### Signal wires on met1

Bar = 50 um.
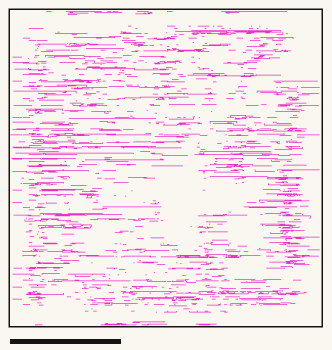
### A small window of the routed layout

Bar = 20 um. Region (45, 74) to (95, 124) um. Cells in grey, sequential cells in the stronger grey; small squares are vias.
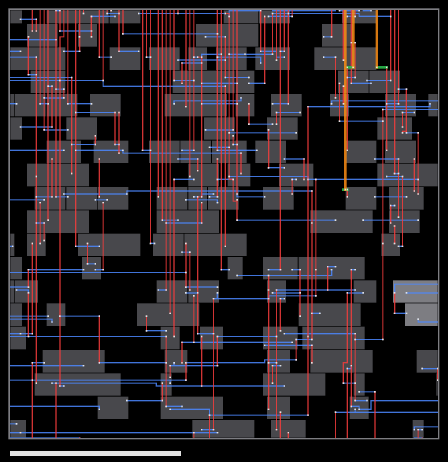
### Sequential cells grouped by signal name

Bar = 50 um. Other sequential cells in the stronger grey, the rest of the logic in the fainter grey.
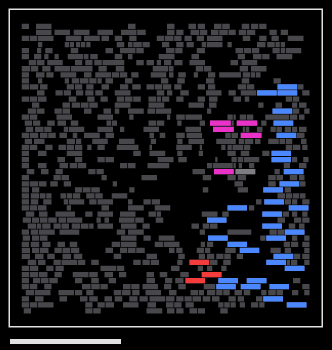
$ cat config.mk
export PLATFORM = sky130hd
export DESIGN_NAME = xbar_periph_port_flat
export DESIGN_NICKNAME = d
export VERILOG_FILES = /design/src/rtl/xbar_pkg.sv /design/src/rtl/xbar_periph_port_if.sv /design/src/rtl/xbar_timeout_cnt.sv /design/src/rtl/xbar_periph_port.sv /design/src/flat_wrapper.sv
export SDC_FILE = /design/constraint.sdc
export NUM_CORES = 1
export LEC_CHECK = 0
export ABC_CLOCK_PERIOD_IN_PS = 1770
export CAP_MARGIN = 20
export CORE_AREA = 5 5 135 137
export CTS_BUF_LIST = sky130_fd_sc_hd__clkbuf_8
export DETAILED_ROUTE_END_ITERATION = 6
export DIE_AREA = 0 0 140 142
export PLACE_DENSITY_LB_ADDON = 0.05
export SYNTH_ARGS = -nofsm -noshare
export SYNTH_HDL_FRONTEND = slang
export SYNTH_SLANG_ARGS = --single-unit
$ cat constraint.sdc
create_clock -name clk_i -period 1.77 [get_ports clk_i]
set_clock_uncertainty 0.2 [all_clocks]
set_input_delay 0.177 -clock clk_i [delete_from_list [all_inputs] [get_ports clk_i]]
set_output_delay 0.177 -clock clk_i [all_outputs]
set_load 0.05 [all_outputs]
$ cat src/rtl/xbar_pkg.sv
// Shared types and helpers for the per-peripheral crossbar port.
// Request/response structs are sized from the package widths.
package xbar_pkg;

  localparam int NUM_MASTERS = 3;
  localparam int XBAR_WAW    = 30;
  localparam int XBAR_DW     = 32;
  localparam int XBAR_BEW    = XBAR_DW / 8;

  typedef enum logic [1:0] {
    IDX_IMEM = 2'd0,
    IDX_DMEM = 2'd1,
    IDX_DBG  = 2'd2
  } master_idx_e;

  typedef struct packed {
    logic [XBAR_WAW-1:0] addr;
    logic                we;
    logic [XBAR_BEW-1:0] be;
    logic [XBAR_DW-1:0]  wdata;
  } xbar_req_t;

  typedef struct packed {
    logic [XBAR_DW-1:0] rdata;
    logic               err;
  } xbar_rsp_t;

  // The selection is one-hot, so the highest set bit is the only set bit.
  function automatic master_idx_e sel_to_idx(input logic [NUM_MASTERS-1:0] sel);
    master_idx_e idx;
    idx = IDX_IMEM;
    for (int i = 0; i < NUM_MASTERS; i++) begin
      if (sel[i]) idx = master_idx_e'(2'(i));
    end
    return idx;
  endfunction

  // A disabled watchdog still keeps a one-bit counter so port widths stay legal.
  function automatic int cnt_width(input int timeout_cycles);
    return (timeout_cycles > 0) ? $clog2(timeout_cycles + 1) : 1;
  endfunction

endpackage

$ cat src/rtl/xbar_periph_port_if.sv
// Master-side and peripheral-side signals of one crossbar port.
// Handshake: an access is presented while its sel_i bit is high and completes in the
// cycle xfer_done_o is high (m_gnt_o); the response follows as a one-cycle m_rvalid_o pulse.
interface xbar_periph_port_if
  import xbar_pkg::*;
#(
  parameter int WAW            = XBAR_WAW,
  parameter int DW             = XBAR_DW,
  parameter int TIMEOUT_CYCLES = 16
) ();

  localparam int BEW = DW / 8;
  localparam int CW  = cnt_width(TIMEOUT_CYCLES);

  logic [NUM_MASTERS-1:0]          sel_i;
  logic [NUM_MASTERS-1:0][WAW-1:0] m_addr_i;
  logic [NUM_MASTERS-1:0]          m_we_i;
  logic [NUM_MASTERS-1:0][BEW-1:0] m_be_i;
  logic [NUM_MASTERS-1:0][DW-1:0]  m_wdata_i;
  logic [NUM_MASTERS-1:0]          m_gnt_o;
  logic [NUM_MASTERS-1:0]          m_rvalid_o;
  logic [DW-1:0]                   m_rdata_o;
  logic                            m_err_o;

  logic                            p_sel_o;
  logic [WAW-1:0]                  p_addr_o;
  logic                            p_we_o;
  logic [BEW-1:0]                  p_be_o;
  logic [DW-1:0]                   p_wdata_o;
  logic                            p_abort_o;
  logic [DW-1:0]                   p_rdata_i;
  logic                            p_ready_i;
  logic                            xfer_done_o;
  logic [CW-1:0]                   dbg_cnt_o;

  modport slave (
    input  sel_i, m_addr_i, m_we_i, m_be_i, m_wdata_i, p_rdata_i, p_ready_i,
    output m_gnt_o, m_rvalid_o, m_rdata_o, m_err_o,
    output p_sel_o, p_addr_o, p_we_o, p_be_o, p_wdata_o, p_abort_o,
    output xfer_done_o, dbg_cnt_o
  );

  modport master (
    output sel_i, m_addr_i, m_we_i, m_be_i, m_wdata_i, p_rdata_i, p_ready_i,
    input  m_gnt_o, m_rvalid_o, m_rdata_o, m_err_o,
    input  p_sel_o, p_addr_o, p_we_o, p_be_o, p_wdata_o, p_abort_o,
    input  xfer_done_o, dbg_cnt_o
  );

endinterface

$ cat src/rtl/xbar_timeout_cnt.sv
// Bus-timeout watchdog: counts stalled cycles of the current access and flags the
// TIMEOUT_CYCLES-th stalled cycle. TIMEOUT_CYCLES = 0 disables it.
module xbar_timeout_cnt
  import xbar_pkg::*;
#(
  parameter int TIMEOUT_CYCLES = 16,
  parameter int CW             = cnt_width(TIMEOUT_CYCLES)
) (
  input  logic          clk_i,
  input  logic          rst_ni,
  input  logic          i_active,
  input  logic          i_ready,
  output logic          o_timeout,
  output logic [CW-1:0] o_cnt
);

  localparam bit            ENABLED = (TIMEOUT_CYCLES > 0);
  localparam logic [CW-1:0] LAST    = ENABLED ? CW'(TIMEOUT_CYCLES - 1) : '0;

  logic [CW-1:0] r_cnt;
  logic          w_stall;

  assign w_stall   = i_active & ~i_ready;
  assign o_timeout = ENABLED & w_stall & (r_cnt == LAST);
  assign o_cnt     = r_cnt;

  // Any completion (ready or forced) or an idle bus restarts the count.
  always_ff @(posedge clk_i or negedge rst_ni) begin
    if (!rst_ni) begin
      r_cnt <= '0;
    end else if (!ENABLED || !w_stall || o_timeout) begin
      r_cnt <= '0;
    end else begin
      r_cnt <= r_cnt + CW'(1);
    end
  end

endmodule

$ cat src/rtl/xbar_periph_port.sv
// Per-peripheral crossbar port: muxes the selected master onto the peripheral bus,
// routes grant back, registers the response and enforces a stall watchdog.
module xbar_periph_port
  import xbar_pkg::*;
#(
  parameter int WORD_ADDR_WIDTH = XBAR_WAW,
  parameter int DATA_WIDTH      = XBAR_DW,
  parameter int TIMEOUT_CYCLES  = 16
) (
  input  logic              clk_i,
  input  logic              rst_ni,
  xbar_periph_port_if.slave bus
);

  xbar_req_t [NUM_MASTERS-1:0] w_req;
  xbar_req_t                   w_sel_req;
  master_idx_e                 w_idx;
  logic                        w_active;
  logic                        w_timeout;
  logic                        w_done;

  logic [NUM_MASTERS-1:0]      r_rvalid;
  xbar_rsp_t                   r_rsp;

  // Reset also forces the combinational request path to zero.
  assign w_active = rst_ni & (|bus.sel_i);

  always_comb begin
    w_req = '0;
    for (int i = 0; i < NUM_MASTERS; i++) begin
      w_req[i].addr  = bus.m_addr_i[i][WORD_ADDR_WIDTH-1:0];
      w_req[i].we    = bus.m_we_i[i];
      w_req[i].be    = bus.m_be_i[i][DATA_WIDTH/8-1:0];
      w_req[i].wdata = bus.m_wdata_i[i][DATA_WIDTH-1:0];
    end
  end

  assign w_idx     = sel_to_idx(bus.sel_i);
  assign w_sel_req = w_active ? w_req[w_idx] : '0;

  xbar_timeout_cnt #(
    .TIMEOUT_CYCLES (TIMEOUT_CYCLES)
  ) u_timeout_cnt (
    .clk_i     (clk_i),
    .rst_ni    (rst_ni),
    .i_active  (w_active),
    .i_ready   (bus.p_ready_i),
    .o_timeout (w_timeout),
    .o_cnt     (bus.dbg_cnt_o)
  );

  // p_ready_i has priority: the watchdog only fires while ready is low.
  assign w_done = w_active & (bus.p_ready_i | w_timeout);

  assign bus.p_sel_o     = w_active;
  assign bus.p_addr_o    = w_sel_req.addr;
  assign bus.p_we_o      = w_sel_req.we;
  assign bus.p_be_o      = w_sel_req.be;
  assign bus.p_wdata_o   = w_sel_req.wdata;
  assign bus.p_abort_o   = w_timeout;
  assign bus.xfer_done_o = w_done;
  assign bus.m_gnt_o     = bus.sel_i & {NUM_MASTERS{w_done}};

  // Writes and aborted accesses return zero data; rdata/err hold between responses.
  always_ff @(posedge clk_i or negedge rst_ni) begin
    if (!rst_ni) begin
      r_rvalid <= '0;
      r_rsp    <= '0;
    end else if (w_done) begin
      r_rvalid    <= bus.sel_i;
      r_rsp.err   <= w_timeout;
      r_rsp.rdata <= (w_timeout | w_sel_req.we) ? '0 : bus.p_rdata_i;
    end else begin
      r_rvalid <= '0;
    end
  end

  assign bus.m_rvalid_o = r_rvalid;
  assign bus.m_rdata_o  = r_rsp.rdata;
  assign bus.m_err_o    = r_rsp.err;

  a_sel_onehot : assert property (@(posedge clk_i) disable iff (!rst_ni)
    $onehot0(bus.sel_i));

  a_sel_stable : assert property (@(posedge clk_i) disable iff (!rst_ni)
    (w_active && !w_done) |=> (bus.sel_i == $past(bus.sel_i)));

endmodule
$ cat src/flat_wrapper.sv
// flat-port wrapper written by rule: the top's interface ports become plain ports
module xbar_periph_port_flat import xbar_pkg::*;
#(
  parameter int WORD_ADDR_WIDTH = XBAR_WAW,
  parameter int DATA_WIDTH      = XBAR_DW,
  parameter int TIMEOUT_CYCLES  = 16
)
  (clk_i, rst_ni, bus_sel_i, bus_m_addr_i, bus_m_we_i, bus_m_be_i, bus_m_wdata_i, bus_p_rdata_i, bus_p_ready_i, bus_m_gnt_o, bus_m_rvalid_o, bus_m_rdata_o, bus_m_err_o, bus_p_sel_o, bus_p_addr_o, bus_p_we_o, bus_p_be_o, bus_p_wdata_o, bus_p_abort_o, bus_xfer_done_o, bus_dbg_cnt_o);
  xbar_periph_port_if #(.TIMEOUT_CYCLES(TIMEOUT_CYCLES)) bus_i ();
  input  logic clk_i;
  input  logic rst_ni;
  input wire logic [$bits(bus_i.sel_i)-1:0] bus_sel_i;
  input wire logic [$bits(bus_i.m_addr_i)-1:0] bus_m_addr_i;
  input wire logic [$bits(bus_i.m_we_i)-1:0] bus_m_we_i;
  input wire logic [$bits(bus_i.m_be_i)-1:0] bus_m_be_i;
  input wire logic [$bits(bus_i.m_wdata_i)-1:0] bus_m_wdata_i;
  input wire logic [$bits(bus_i.p_rdata_i)-1:0] bus_p_rdata_i;
  input wire logic [$bits(bus_i.p_ready_i)-1:0] bus_p_ready_i;
  output wire logic [$bits(bus_i.m_gnt_o)-1:0] bus_m_gnt_o;
  output wire logic [$bits(bus_i.m_rvalid_o)-1:0] bus_m_rvalid_o;
  output wire logic [$bits(bus_i.m_rdata_o)-1:0] bus_m_rdata_o;
  output wire logic [$bits(bus_i.m_err_o)-1:0] bus_m_err_o;
  output wire logic [$bits(bus_i.p_sel_o)-1:0] bus_p_sel_o;
  output wire logic [$bits(bus_i.p_addr_o)-1:0] bus_p_addr_o;
  output wire logic [$bits(bus_i.p_we_o)-1:0] bus_p_we_o;
  output wire logic [$bits(bus_i.p_be_o)-1:0] bus_p_be_o;
  output wire logic [$bits(bus_i.p_wdata_o)-1:0] bus_p_wdata_o;
  output wire logic [$bits(bus_i.p_abort_o)-1:0] bus_p_abort_o;
  output wire logic [$bits(bus_i.xfer_done_o)-1:0] bus_xfer_done_o;
  output wire logic [$bits(bus_i.dbg_cnt_o)-1:0] bus_dbg_cnt_o;
  assign bus_i.sel_i = bus_sel_i;
  assign bus_i.m_addr_i = bus_m_addr_i;
  assign bus_i.m_we_i = bus_m_we_i;
  assign bus_i.m_be_i = bus_m_be_i;
  assign bus_i.m_wdata_i = bus_m_wdata_i;
  assign bus_i.p_rdata_i = bus_p_rdata_i;
  assign bus_i.p_ready_i = bus_p_ready_i;
  assign bus_m_gnt_o = bus_i.m_gnt_o;
  assign bus_m_rvalid_o = bus_i.m_rvalid_o;
  assign bus_m_rdata_o = bus_i.m_rdata_o;
  assign bus_m_err_o = bus_i.m_err_o;
  assign bus_p_sel_o = bus_i.p_sel_o;
  assign bus_p_addr_o = bus_i.p_addr_o;
  assign bus_p_we_o = bus_i.p_we_o;
  assign bus_p_be_o = bus_i.p_be_o;
  assign bus_p_wdata_o = bus_i.p_wdata_o;
  assign bus_p_abort_o = bus_i.p_abort_o;
  assign bus_xfer_done_o = bus_i.xfer_done_o;
  assign bus_dbg_cnt_o = bus_i.dbg_cnt_o;
  xbar_periph_port #(.WORD_ADDR_WIDTH(WORD_ADDR_WIDTH), .DATA_WIDTH(DATA_WIDTH), .TIMEOUT_CYCLES(TIMEOUT_CYCLES)) u_core (.clk_i(clk_i), .rst_ni(rst_ni), .bus(bus_i));
endmodule
==> flow_summary.yaml <==
# synthesis and place-and-route metrics
placed_design:
  port_buffers: 352
  place_hpwl_mm: 15.2
  routabilityCongestion: 0.800
final_layout:
  utilization_pct: 51.9
  area.growth.synth_to_final_pct: 165
  clk_share_pct: 1.57
  largest_register_ffs: 32
  final_layout_size_suffix_gt1_share_pct: 46.5
  layout.nonclk_buf_share_pct: 55.1
  register_area_mm2: 0.00103
  clock_buffers: 5
  mostFrequentLayoutCell: "clkdlybuf4s50_1"
  logic_area_mm2: 0.00248
  num_antenna_cells: 1
  fin_area_mm2: 0.00879
  nets: 958
  nMultiInputCombCells: 259
  nonClockInverterCount: 3
  sh_comb_area_pct: 28.3
  final_cells: 944
power_and_ir_drop:
  power_mw: 4.95
  swShare_pct: 37.2
  netSwitchingPower_mw: 1.84
  pwr-share-clk_pct: 18.3
  power_clock_mw: 0.903
  ir_drop_mv: 0.484
  p_seq_share_pct: 22.2
  pg_comb_mw: 2.95
  power_frac_comb_pct: 59.6
  p_int_mw: 3.11
  power_leader: "combinational cells"
synthesis:
  synthAdderAreaFrac_pct: 0.753
  common_cells: "nor2_1 (73), mux2i_1 (67), mux2_2 (66)"
  ys.flops: 41
  fp_nets: 573
  yosys_cells: 332
  top_area_share_pct: 30.9
  netlist_instances: 332
  yosys-mux-area-fraction_pct: 42.6
  yosys.area_share.xor_xnor_pct: 0.527
  ff_type: "dfrtp_1"
  ys_sh_aoi_pct: 10.2
  yosysUniqueCellTypes: 24
  synth-edff-count: 0
  synth_top_cell_by_area: "dfrtp_1"
  synth_area_mm2: 0.00332
  area_leaders: "dfrtp_1 (31%), mux2_2 (22%), mux2i_1 (20%)"
critical_path:
  crit_end: "bus_m_gnt_o[2]"
  cp_max_fo: 4
  startpoint: "u_core.u_timeout_cnt.o_cnt[1]"
  cp_data_required_time_ns: 1.39
  cp.depth: 7
  r2r_cells: 7
  path_class: "register to primary output"
  endpoint_kind: "primary output"
  critPathLaunchType: "register"
  worstReg2RegEnd: "u_core.bus.m_rdata_o[12]"
  cp_num_buf_inv: 2
  cpLargestDelayFamily: "flip-flops"
  r2r_slack_ns: -0.04
  cp_slowest_cell: "dfrtp_2"
global_route:
  antenna_found_initial: 1
  grt_pass1_vias: 4539
  grt.busiest_layer: "met2"
  grt_pass1_wl_mm: 26.5
  grtUsageTotal_pct: 16.9
  use_met3_pct: 5.41
route:
  wl_per_cell_um: 18.9
  routed-wl-met2_mm: 10.1
  routed.top_layer: "met4"
  drt_iter0_drc: 86
  route.detailed.drc: 0
  wl_met1_mm: 6.02
  vias_per_cell: 4.26
  dr_wl_met3_mm: 1.47
sta:
  fin_ws_ns: -0.335
  setup_violations: 38
  worst_pin_slew_ns: 0.510
  rsz0062_at_grt: "true"
  final.min_clock_period_ns: 2.11
  fmax_ghz: 0.475
  finalClockPeriodUsage_pct: 119
  tns_ns: -2.03
  maxSlewViolCount: 0
floorplanning:
  die_width_um: 140
  num_io_pins: 353
  core_region_area_mm2: 0.0169
  die_area_mm2: 0.0199
  initial_core_util_pct: 19.6
  num_rows: 48
clock_tree:
  cts-root-buf: "clkbuf_8"
  cts_sinks: 41
  h-tree-depth: 2
  clk_latency_ns: 0.29
  cts_tree: "built"
  ctsResizeCount: 45
status:
  violations: "setup timing"
  status: "finished, violations left"
min_path:
  hold_depth: 3
  min_from: "bus_sel_i[0]"
  hp-class: "input port to register"
job:
  openroad.warnings: 29
-- 'Signal wires on met1' (at the start) --
- longest straight run: 52.9 um
- nets with wire on the layer: 817
drt total wl: 17.8 mm
routing usage on met1: 17.3%
Vias: 4,020

-- 'A small window of the routed layout' (at the start) --
- green: met3
- red: met2
- blue: met1
- orange: met4
- sequential cells in the window: 1
- most frequent: clkdlybuf4s50_1 (23), buf_12 (20), mux2i_1 (12)
- cells with their middle in the window: 96
- netlist names of flops here include: u_core.u_timeout_cnt.o_cnt (1)

-- 'Sequential cells grouped by signal name' (at the start) --
- blue: u_core.bus.m_rdata_o (sequential cells 32)
- red: u_core.bus.m_rvalid_o (sequential cells 3)
- magenta: u_core.u_timeout_cnt.o_cnt (sequential cells 5)
Seq/total area: 11.7%
Power Sequential: 1.10 mW

Power and IR drop assume default switching activity.
